**src/rtl/fetch_controller.sv**
```systemverilog
// -----------------------------------------------------------------------------
// fetch_controller
// Steers the program counter around branches: straight-line fetch, taken
// unconditional/register redirects, conditional-branch resolution with a
// one-cycle wait for the condition, a fixed-length flush bubble after every
// taken redirect, and a terminal HALT state.
//
// Parameters
//   FLUSH_CYCLES : bubble cycles after a taken redirect (1..15)
//   CNT_W        : width of the taken-redirect counter
//
// Ports
//   clk        in   rising-edge clock
//   reset      in   asynchronous active-low reset
//   br_type    in   2  branch class: 00 none, 01 B, 10 conditional, 11 BR
//   cond_taken in   1  condition result, used only while resolving
//   stall_req  in   1  external stall, freezes PC and state
//   halt       in   1  halt decoded, used only in RUN
//   pc_en      out  1  PC update enable (combinational)
//   pc_src     out  2  PC next-select (combinational)
//   flush      out  1  kill fetched/decoded instruction (combinational)
//   state      out  2  RUN 00, RESOLVE 01, FLUSH 10, HALT 11
//   taken_cnt  out  CNT_W  taken redirect count
//
// Build option
//   FETCH_CTRL_PERF_EN : when defined, taken_cnt is a saturating counter of
//                        entries into FLUSH; otherwise it is tied to zero.
// -----------------------------------------------------------------------------
module fetch_controller #(
    parameter int FLUSH_CYCLES = 1,
    parameter int CNT_W        = 16
) (
    input  logic             clk,
    input  logic             reset,
    input  logic [1:0]       br_type,
    input  logic             cond_taken,
    input  logic             stall_req,
    input  logic             halt,
    output logic             pc_en,
    output logic [1:0]       pc_src,
    output logic             flush,
    output logic [1:0]       state,
    output logic [CNT_W-1:0] taken_cnt
);

    typedef enum logic [1:0] {
        ST_RUN     = 2'b00,
        ST_RESOLVE = 2'b01,
        ST_FLUSH   = 2'b10,
        ST_HALT    = 2'b11
    } state_t;

    // The flush counter counts down to zero, so it starts one below the
    // residency to give exactly FLUSH_CYCLES cycles in FLUSH.
    localparam logic [3:0] FLUSH_LOAD = 4'(FLUSH_CYCLES - 1);

    state_t     state_r;
    logic [3:0] flush_cnt_r;
    logic       enter_flush_s;

    assign state = state_r;

    // Detect a taken redirect that moves the FSM into FLUSH on the next edge.
    always_comb begin
        enter_flush_s = 1'b0;
        case (state_r)
            ST_RUN: begin
                if (!halt && !stall_req && (br_type == 2'b01 || br_type == 2'b11)) begin
                    enter_flush_s = 1'b1;
                end else begin
                    enter_flush_s = 1'b0;
                end
            end
            ST_RESOLVE: begin
                if (!stall_req && cond_taken) begin
                    enter_flush_s = 1'b1;
                end else begin
                    enter_flush_s = 1'b0;
                end
            end
            default: enter_flush_s = 1'b0;
        endcase
    end

    // PC control outputs; gated by reset so they drop to zero asynchronously.
    always_comb begin
        pc_en  = 1'b0;
        pc_src = 2'b00;
        flush  = 1'b0;
        if (!reset) begin
            pc_en  = 1'b0;
            pc_src = 2'b00;
            flush  = 1'b0;
        end else begin
            case (state_r)
                ST_RUN: begin
                    // halt and stall both freeze the PC; br_type is ignored then
                    if (halt || stall_req) begin
                        pc_en = 1'b0;
                    end else if (br_type == 2'b10) begin
                        pc_en = 1'b0;
                    end else begin
                        pc_en  = 1'b1;
                        pc_src = br_type;
                    end
                end
                ST_RESOLVE: begin
                    if (stall_req) begin
                        pc_en = 1'b0;
                    end else if (cond_taken) begin
                        pc_en  = 1'b1;
                        pc_src = 2'b10;
                    end else begin
                        pc_en  = 1'b1;
                        pc_src = 2'b00;
                    end
                end
                ST_FLUSH: flush = 1'b1;
                default: begin
                    pc_en  = 1'b0;
                    pc_src = 2'b00;
                    flush  = 1'b0;
                end
            endcase
        end
    end

    // State register and flush bubble counter.
    always_ff @(posedge clk or negedge reset) begin
        if (!reset) begin
            state_r     <= ST_RUN;
            flush_cnt_r <= 4'd0;
        end else if (enter_flush_s) begin
            state_r     <= ST_FLUSH;
            flush_cnt_r <= FLUSH_LOAD;
        end else begin
            case (state_r)
                ST_RUN: begin
                    if (halt) begin
                        state_r <= ST_HALT;
                    end else if (!stall_req && br_type == 2'b10) begin
                        state_r <= ST_RESOLVE;
                    end else begin
                        state_r <= ST_RUN;
                    end
                end
                ST_RESOLVE: begin
                    // a taken condition was handled above; here it is not-taken
                    if (!stall_req) begin
                        state_r <= ST_RUN;
                    end else begin
                        state_r <= ST_RESOLVE;
                    end
                end
                ST_FLUSH: begin
                    // stall_req deliberately does not stretch the bubble
                    if (flush_cnt_r == 4'd0) begin
                        state_r <= ST_RUN;
                    end else begin
                        flush_cnt_r <= flush_cnt_r - 4'd1;
                    end
                end
                ST_HALT: state_r <= ST_HALT;
                default: state_r <= ST_RUN;
            endcase
        end
    end

`ifdef FETCH_CTRL_PERF_EN
    logic [CNT_W-1:0] taken_cnt_r;

    // Saturating count of taken redirects.
    always_ff @(posedge clk or negedge reset) begin
        if (!reset) begin
            taken_cnt_r <= {CNT_W{1'b0}};
        end else if (enter_flush_s && (taken_cnt_r != {CNT_W{1'b1}})) begin
            taken_cnt_r <= taken_cnt_r + {{(CNT_W-1){1'b0}}, 1'b1};
        end else begin
            taken_cnt_r <= taken_cnt_r;
        end
    end

    assign taken_cnt = taken_cnt_r;
`else
    assign taken_cnt = {CNT_W{1'b0}};
`endif

endmodule

```
**config.mk**
```make
export PLATFORM = sky130hd
export DESIGN_NAME = fetch_controller
export DESIGN_NICKNAME = d
export VERILOG_FILES = /design/src/rtl/fetch_controller.sv
export SDC_FILE = /design/constraint.sdc
export NUM_CORES = 1
export LEC_CHECK = 0
export CAP_MARGIN = 20
export CORE_MARGIN = 3
export CORE_UTILIZATION = 34
export CTS_CLUSTER_SIZE = 25
export DETAILED_ROUTE_END_ITERATION = 6
export HOLD_SLACK_MARGIN = 0.15
export PLACE_DENSITY_LB_ADDON = 0.15
export SYNTH_ARGS = -nofsm -noshare
export SYNTH_HDL_FRONTEND = slang
export SYNTH_SLANG_ARGS = --single-unit
```
**constraint.sdc**
```tcl
create_clock -name clk -period 1.5 [get_ports clk]
set_clock_uncertainty 0.15 [all_clocks]
set_input_delay 0.15 -clock clk [delete_from_list [all_inputs] [get_ports clk]]
set_output_delay 0.15 -clock clk [all_outputs]
set_load 0.03 [all_outputs]
```
M1 wires:
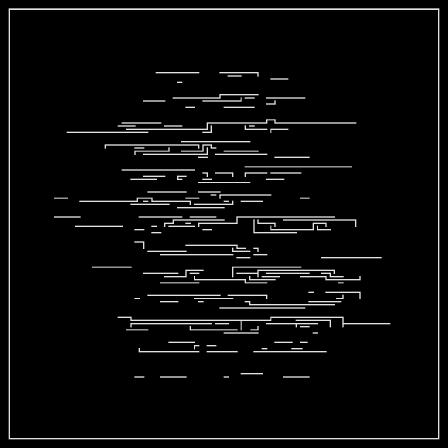
The layer carries 547 um of wire. 76 nets have wire on it. The wires run mostly horizontal. The longest straight run is 15.2 um.

The metal 2 layer:
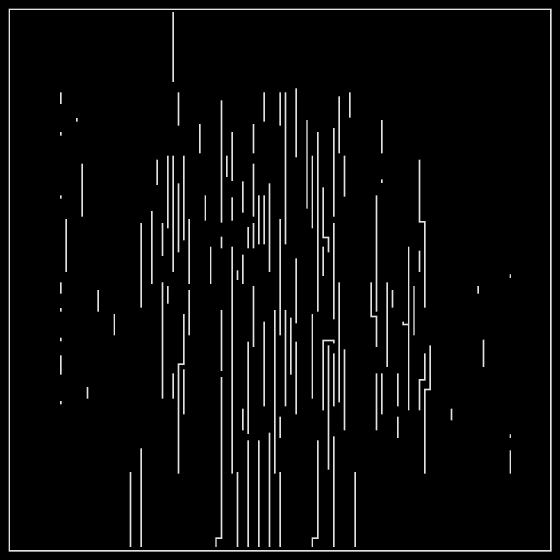
The longest straight run is 19.4 um. The layer holds 48% of the routed length. 90 nets have wire on it. The wires run mostly vertical. The layer carries 591 um of wire.

Metal 3:
Bar = 10 um. Cells faint in the background.
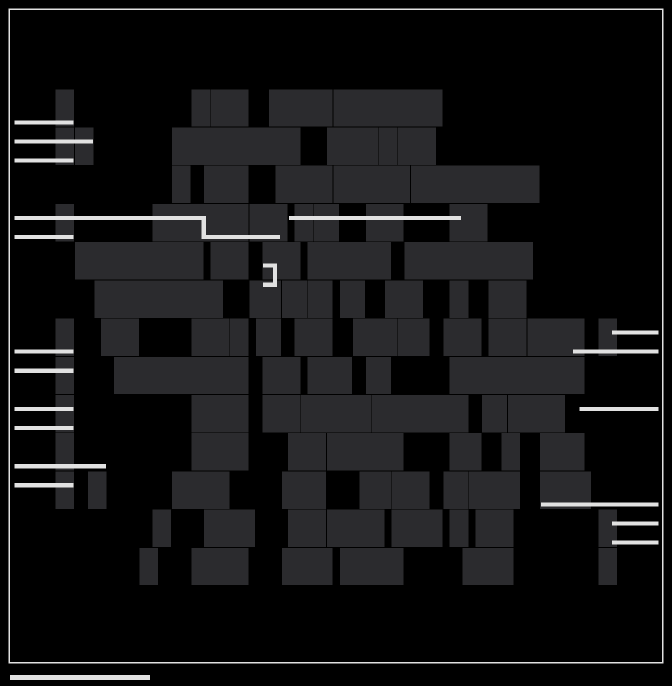
The wires run mostly horizontal. The longest straight run is 13.3 um.

==> flow_metrics.env <==
# source this file to load flow results
export IMPL_pg_comb_w=0.00109
export IMPL_common_cells="buf_4 (16), dfrtp_1 (6), inv_1 (4), o21ai_0 (4)"
export IMPL_min_period_over_period=1.11
export IMPL_nNetsFinal=101
export IMPL_hold_viol=0
export IMPL_grt_max_degree=7
export IMPL_syn_inst=63
export IMPL_peakVddDrop_uv=940
export IMPL_status="finished, violations left"
export IMPL_drtIter0Drc=5
export IMPL_fin_util=0.598
export IMPL_power_frac_clock=0.097
export IMPL_nWellTaps=15
export IMPL_rsz0062_at_grt="yes"
export IMPL_violations="setup timing"
export IMPL_synth_most_common_cell="buf_4"
export IMPL_power_density_nw_per_um2=1920
export IMPL_highest_layer="met3"
export IMPL_dpl_cell_area_sq_um=688
export IMPL_r2r_slack_ps=-120
export IMPL_cts_num_sinks=6
export IMPL_met2_usage=0.209
export IMPL_setup_viol=6
export IMPL_io_pins=29
export IMPL_globalplace_congestion=0.768
export IMPL_logic_gate_count=51
export IMPL_inv_count=4
export IMPL_power_frac_seq=0.235
export IMPL_yosys_area_share_simple=0.203
export IMPL_worst_path_buf_inv=1
export IMPL_crit_path_end="pc_src[1]"
export IMPL_io_buffer_count=12
export IMPL_stdcell_count=106
export IMPL_syn_avg_cell_area_sq_um=8.82
export IMPL_viasPerCell=4.77
export IMPL_fin_ws_ps=-169
export IMPL_mux_share=0
export IMPL_powerClk_w=0.000159
export IMPL_bufAreaShareNonClock=0.271
export IMPL_hold_slack_ps=187
export IMPL_cp_cell_sequence="nor3b_4 > o21a_4 > and3_4 > buf_6"
Routing congestion:
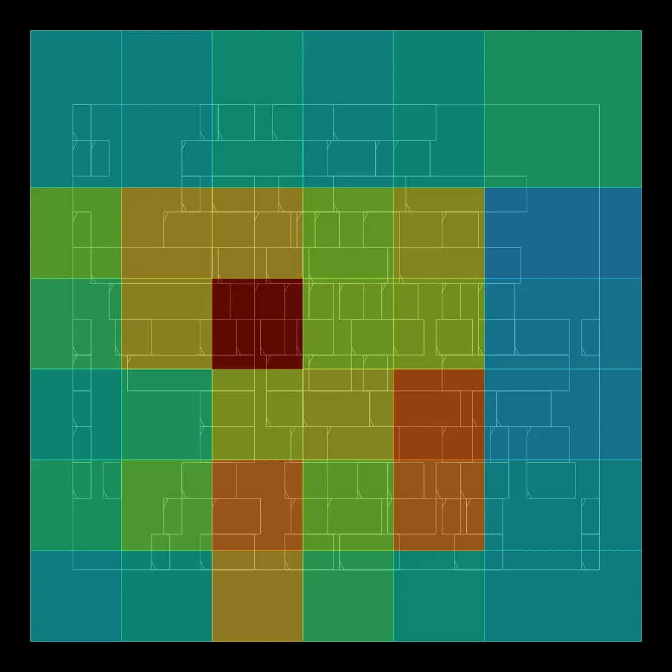
post-DR wirelength/cell: 11.7 um
global routing's busiest layer: met2

Sequential cells coloured by netlist name:
Bar = 10 um. Other cells in grey.
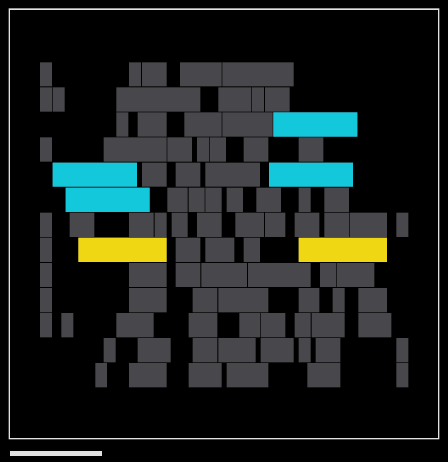
Key: yellow = `state` [flops 2]; cyan = `flush_cnt_r` [flops 4]

